File: config.mk
export PLATFORM = sky130hd
export DESIGN_NAME = carfield_domain_rst_ctrl
export DESIGN_NICKNAME = d
export VERILOG_FILES = /design/src/rtl/carfield_domain_rst_ctrl_pkg.sv /design/src/rtl/carfield_domain_rst_ctrl_rr_arb.sv /design/src/rtl/carfield_domain_rst_ctrl.sv
export SDC_FILE = /design/constraint.sdc
export NUM_CORES = 1
export LEC_CHECK = 0
export CORE_AREA = 2 2 168 104
export CTS_CLUSTER_DIAMETER = 60
export DETAILED_ROUTE_END_ITERATION = 12
export DIE_AREA = 0 0 170 106
export GPL_TIMING_DRIVEN = 0
export SKIP_CTS_REPAIR_TIMING = 1
export SLEW_MARGIN = 15
export SYNTH_ARGS = -nofsm -noshare
export SYNTH_HDL_FRONTEND = slang
export SYNTH_SLANG_ARGS = --single-unit
File: constraint.sdc
create_clock -name clk_i -period 6.3 [get_ports clk_i]
set_clock_uncertainty 0.1 [all_clocks]
set_input_delay 0.63 -clock clk_i [delete_from_list [all_inputs] [get_ports clk_i]]
set_output_delay 0.63 -clock clk_i [all_outputs]
set_load 0.01 [all_outputs]
File: src/rtl/carfield_domain_rst_ctrl_pkg.sv
// Shared constants, FSM state encoding and sizing helper for the domain reset sequencer.
// Latency: n/a (declarations only).
// Backpressure: n/a.
package carfield_domain_rst_ctrl_pkg;

    // Reset domains, in the bit order used by every per-domain vector.
    localparam int unsigned NumDomains = 6;

    typedef enum logic [2:0] {
        DOM_PERIPH      = 3'd0,
        DOM_SAFETY      = 3'd1,
        DOM_SECURITY    = 3'd2,
        DOM_INT_CLUSTER = 3'd3,
        DOM_FP_CLUSTER  = 3'd4,
        DOM_L2          = 3'd5
    } carfield_domain_e;

    localparam int unsigned DefaultRstHoldCycles    = 16;
    localparam int unsigned DefaultIsoTimeoutCycles = 1024;

    // Length of the short fixed steps (clock off, reset assert, reset release).
    localparam int unsigned FixedStateCycles = 2;

    typedef enum logic [2:0] {
        ST_IDLE        = 3'd0,
        ST_ISO         = 3'd1,
        ST_CLK_OFF     = 3'd2,
        ST_RST_ASSERT  = 3'd3,
        ST_CLK_ON      = 3'd4,
        ST_RST_RELEASE = 3'd5,
        ST_DEISO       = 3'd6,
        ST_DONE        = 3'd7
    } domain_rst_state_e;

    // Down-counter must hold the largest reload value of either wait.
    function automatic int unsigned cnt_width(input int unsigned a, input int unsigned b);
        int unsigned m;
        m = (a > b) ? a : b;
        return $clog2(m + 1);
    endfunction

endpackage

File: src/rtl/carfield_domain_rst_ctrl_rr_arb.sv
// Round-robin request picker: first set request at or after i_ptr, wrapping around.
// Latency: purely combinational, zero cycles.
// Backpressure: none; the caller decides when a grant is actually taken.
//
// Ports:
//   i_req  request vector (one bit per requester)
//   i_ptr  index where the priority search starts
//   o_vld  at least one request is set
//   o_gnt  one-hot grant
//   o_idx  binary index of the granted requester
module carfield_domain_rst_ctrl_rr_arb #(
    parameter int unsigned NumReq = 6,
    parameter int unsigned IdxW   = 3
) (
    input  logic [NumReq-1:0] i_req,
    input  logic [IdxW-1:0]   i_ptr,
    output logic              o_vld,
    output logic [NumReq-1:0] o_gnt,
    output logic [IdxW-1:0]   o_idx
);

    always_comb begin
        int unsigned      w_sum;
        logic [IdxW-1:0]  w_pos;
        o_vld = 1'b0;
        o_gnt = '0;
        o_idx = '0;
        w_sum = 0;
        w_pos = '0;
        for (int unsigned i = 0; i < NumReq; i++) begin
            // Rotate the search so i_ptr has the highest priority.
            w_sum = 32'(i_ptr) + i;
            if (w_sum >= NumReq) begin
                w_sum = w_sum - NumReq;
            end
            w_pos = IdxW'(w_sum);
            if (!o_vld && i_req[w_pos]) begin
                o_vld        = 1'b1;
                o_gnt[w_pos] = 1'b1;
                o_idx        = w_pos;
            end
        end
    end

endmodule

File: src/rtl/carfield_domain_rst_ctrl.sv
// Per-domain reset/isolation sequencer: isolate, clock off, reset pulse, clock on, de-isolate.
// Latency: request to isolate_o is 2 cycles; full sequence with immediate acks is 11+RstHoldCycles to idle.
// Backpressure: requests queue in a pending bit per domain; one domain served at a time, round-robin.
//
// Ports:
//   clk_i, rst_ni    clock and asynchronous active-low reset
//   rst_req_i        per-domain single-cycle reset request
//   isolate_o        AXI isolation request, isolated_i its level ack
//   clk_en_o         domain clock-gate enable
//   domain_rst_no    domain reset, active-low
//   done_o           one-cycle pulse at the end of a domain's sequence
//   iso_timeout_o    sticky: an isolation handshake for that domain timed out
//   busy_o           sequencer is not idle
module carfield_domain_rst_ctrl
    import carfield_domain_rst_ctrl_pkg::*;
#(
    parameter int unsigned RstHoldCycles    = DefaultRstHoldCycles,
    parameter int unsigned IsoTimeoutCycles = DefaultIsoTimeoutCycles
) (
    input  logic                  clk_i,
    input  logic                  rst_ni,
    input  logic [NumDomains-1:0] rst_req_i,
    output logic [NumDomains-1:0] isolate_o,
    input  logic [NumDomains-1:0] isolated_i,
    output logic [NumDomains-1:0] clk_en_o,
    output logic [NumDomains-1:0] domain_rst_no,
    output logic [NumDomains-1:0] done_o,
    output logic [NumDomains-1:0] iso_timeout_o,
    output logic                  busy_o
);

    localparam int unsigned IdxW = $clog2(NumDomains);
    localparam int unsigned CntW = cnt_width(RstHoldCycles, IsoTimeoutCycles);

    // Counter reload values: a state lasting N cycles loads N-1 and leaves at zero.
    localparam logic [CntW-1:0] IsoLoad  = CntW'(IsoTimeoutCycles - 1);
    localparam logic [CntW-1:0] HoldLoad = CntW'(RstHoldCycles - 1);
    localparam logic [CntW-1:0] FixLoad  = CntW'(FixedStateCycles - 1);

    domain_rst_state_e     r_state;
    logic [CntW-1:0]       r_cnt;
    logic [IdxW-1:0]       r_sel;
    logic [IdxW-1:0]       r_ptr;
    logic [NumDomains-1:0] r_pending;
    logic [NumDomains-1:0] r_isolate;
    logic [NumDomains-1:0] r_clk_en;
    logic [NumDomains-1:0] r_rst_n;
    logic [NumDomains-1:0] r_done;
    logic [NumDomains-1:0] r_timeout;
    logic                  r_busy;

    logic                  w_gnt_vld;
    logic [NumDomains-1:0] w_gnt_oh;
    logic [IdxW-1:0]       w_gnt_idx;
    logic [IdxW-1:0]       w_ptr_nxt;
    logic [NumDomains-1:0] w_pend_clr;
    logic                  w_cnt_zero;
    logic                  w_iso_ack;

    carfield_domain_rst_ctrl_rr_arb #(
        .NumReq (NumDomains),
        .IdxW   (IdxW)
    ) u_rr_arb (
        .i_req (r_pending),
        .i_ptr (r_ptr),
        .o_vld (w_gnt_vld),
        .o_gnt (w_gnt_oh),
        .o_idx (w_gnt_idx)
    );

    // Next search starts just after the domain being granted.
    assign w_ptr_nxt  = (w_gnt_idx == IdxW'(NumDomains - 1)) ? '0 : w_gnt_idx + IdxW'(1);
    assign w_pend_clr = ((r_state == ST_IDLE) && w_gnt_vld) ? w_gnt_oh : '0;
    assign w_cnt_zero = (r_cnt == '0);
    assign w_iso_ack  = isolated_i[r_sel];

    // OR-ing the request after the clear lets a same-cycle request survive the grant,
    // which also covers a re-request of the domain currently in service.
    always_ff @(posedge clk_i or negedge rst_ni) begin
        if (!rst_ni) begin
            r_pending <= '0;
        end else begin
            r_pending <= (r_pending & ~w_pend_clr) | rst_req_i;
        end
    end

    always_ff @(posedge clk_i or negedge rst_ni) begin
        if (!rst_ni) begin
            r_state   <= ST_IDLE;
            r_cnt     <= '0;
            r_sel     <= '0;
            r_ptr     <= '0;
            r_isolate <= '0;
            r_clk_en  <= '1;
            r_rst_n   <= '1;
            r_done    <= '0;
            r_timeout <= '0;
            r_busy    <= 1'b0;
        end else begin
            r_done <= '0;
            case (r_state)
                ST_IDLE: begin
                    if (w_gnt_vld) begin
                        r_sel                <= w_gnt_idx;
                        r_ptr                <= w_ptr_nxt;
                        r_timeout[w_gnt_idx] <= 1'b0;
                        r_isolate[w_gnt_idx] <= 1'b1;
                        r_busy               <= 1'b1;
                        r_cnt                <= IsoLoad;
                        r_state              <= ST_ISO;
                    end
                end
                ST_ISO: begin
                    // An ack in the final wait cycle still counts as a clean handshake.
                    if (w_iso_ack || w_cnt_zero) begin
                        if (!w_iso_ack) begin
                            r_timeout[r_sel] <= 1'b1;
                        end
                        r_clk_en[r_sel] <= 1'b0;
                        r_cnt           <= FixLoad;
                        r_state         <= ST_CLK_OFF;
                    end else begin
                        r_cnt <= r_cnt - CntW'(1);
                    end
                end
                ST_CLK_OFF: begin
                    if (w_cnt_zero) begin
                        r_rst_n[r_sel] <= 1'b0;
                        r_cnt          <= FixLoad;
                        r_state        <= ST_RST_ASSERT;
                    end else begin
                        r_cnt <= r_cnt - CntW'(1);
                    end
                end
                ST_RST_ASSERT: begin
                    if (w_cnt_zero) begin
                        r_clk_en[r_sel] <= 1'b1;
                        r_cnt           <= HoldLoad;
                        r_state         <= ST_CLK_ON;
                    end else begin
                        r_cnt <= r_cnt - CntW'(1);
                    end
                end
                ST_CLK_ON: begin
                    if (w_cnt_zero) begin
                        r_rst_n[r_sel] <= 1'b1;
                        r_cnt          <= FixLoad;
                        r_state        <= ST_RST_RELEASE;
                    end else begin
                        r_cnt <= r_cnt - CntW'(1);
                    end
                end
                ST_RST_RELEASE: begin
                    if (w_cnt_zero) begin
                        r_isolate[r_sel] <= 1'b0;
                        r_cnt            <= IsoLoad;
                        r_state          <= ST_DEISO;
                    end else begin
                        r_cnt <= r_cnt - CntW'(1);
                    end
                end
                ST_DEISO: begin
                    if (!w_iso_ack || w_cnt_zero) begin
                        if (w_iso_ack) begin
                            r_timeout[r_sel] <= 1'b1;
                        end
                        r_done[r_sel] <= 1'b1;
                        r_cnt         <= '0;
                        r_state       <= ST_DONE;
                    end else begin
                        r_cnt <= r_cnt - CntW'(1);
                    end
                end
                ST_DONE: begin
                    r_busy  <= 1'b0;
                    r_state <= ST_IDLE;
                end
                default: begin
                    r_state <= ST_IDLE;
                end
            endcase
        end
    end

    assign isolate_o     = r_isolate;
    assign clk_en_o      = r_clk_en;
    assign domain_rst_no = r_rst_n;
    assign done_o        = r_done;
    assign iso_timeout_o = r_timeout;
    assign busy_o        = r_busy;

endmodule

==> Changelog: implementation <==
### Changed

* Core Density at Floorplan at 0.2441
* Status: completed
* H-tree depth at 3
* Crit path max-delay family: AND-OR/OR-AND gates
* Mapped Cells at about 460
* Drt first pass iters at 5
* R2R Path Start: r_ptr[0]
* Met3 WL at approximately 1.1 mm
* TritonCTS Buffers at 9
* Clock transition at path regs at around 60 ps
* Tcrit/Tclk final at 0.7908
* First-pass GRT wire length at around 21 mm
* OpenROAD warning count at 32
* M3 GR Usage at 0.03165
* Flops after synth at between 50 and 60
* Sum Neg Setup Slack at 0 ps
* Post-synth seq share at 0.3542
* Nets at ~540
* Max-area cell share at 0.2768
* DP Wirelength at between 10 and 15 mm
* Most common logic cells in the final layout: nand2_1 (48), dfrtp_1 (45), clkdlybuf4s50_1 (43)
* Sw Share at 0.4840
* Fin crit period at between 4000 and 5000 ps
* Dominant cell type by area after synthesis: dfrtp_1
* Clock Tree Buf Depth at 2
* Delay of the slowest critical-path stage at between 900 and 1000 ps
* Fin Hold WS at roughly 270 ps
* Dominant logic cell type in the layout: nand2_1
* Vias at about 4000
* Die span in y at ~110 microns
* Critical path origin: r_ptr[0]
* Worst-Margin Slew at between 1000 and 1500 ps
* Final Max Slew Viols at 0
* Power Sequential at about 520 uW
* Met2 WL post-DR at 4.706 mm
metrics by stage:
step | cells | cell area [sq um] | setup WS [ps] | util
2_1_floorplan | 457 | 4069 | 2676 | -
5_1_grt | 731 | 5059 | 1116 | 0.3035
6_report | 731 | 5059 | 1318 | 0.3035
3_3_place_gp | 715 | 4777 | 1587 | 0.2866
3_5_place_dp | 715 | 4775 | 1520 | 0.2865
4_1_cts | 731 | 5054 | 1486 | 0.3032
area by class of cell:
| cell class | count | area [sq um] |
|---|---|---|
| Inverter | 20 | 75.07 |
| Fill cell | 1758 | 11610 |
| Tap cell | 214 | 267.8 |
| Clock inverter | 7 | 53.80 |
| Multi-Input combinational cell | 354 | 2432 |
| Timing Repair Buffer | 44 | 437.9 |
| Buffer | 26 | 125.1 |
| Clock buffer | 9 | 225.2 |
| Sequential cell | 57 | 1441 |
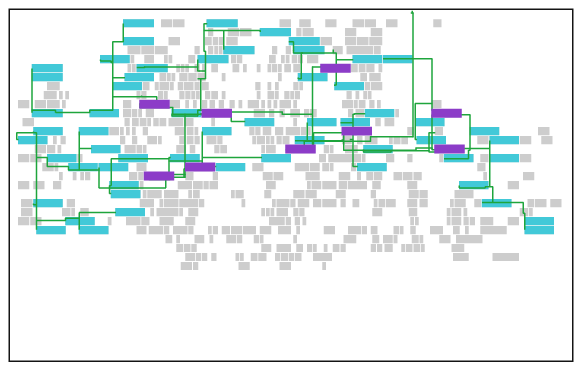
*Routed clock nets over the placement*
[green] clock wires | length: 939 microns
[cyan] flip-flops | count: 57
[purple] clock drivers | count: 9
routed clock nets: 10
P_clk: 459 uW
clk ins delay skew pair: 330 ps
clock share of power: 0.191

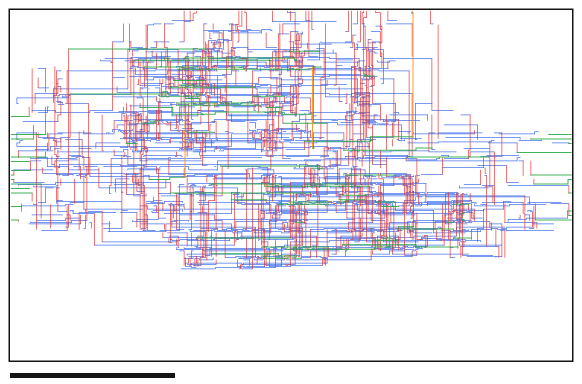
*Signal wires by layer*
The bar under the picture is 50 microns long.
| color | layer | wire length |
|---|---|---|
| orange | metal 4 | 80.9 microns |
| red | metal 2 | 4710 microns |
| blue | metal 1 | 7280 microns |
| green | metal 3 | 1110 microns |
WL/cell: 18.02 microns
final wirelength: 13.17 mm
GRT Overall Usage: 0.1499

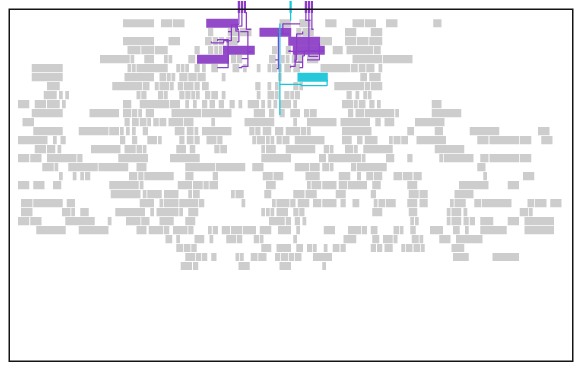
*I/O nets highlighted*
| color | port | direction | end cells | buffers | wire |
|---|---|---|---|---|---|
| cyan | `busy_o` | output | 1 | 1 | 46.7 microns |
| purple | `domain_rst_no` | output | 6 | 6 | 177 microns |
IO Count: 45
Buffers on Ports: 44

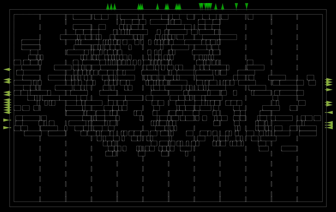
*Cell placement*
row cnt: 37
final core utilization: 0.3035
sequential cell count: 57
# fillers: 1758

No activity file was given, so power comes from the tool's default toggle rates.
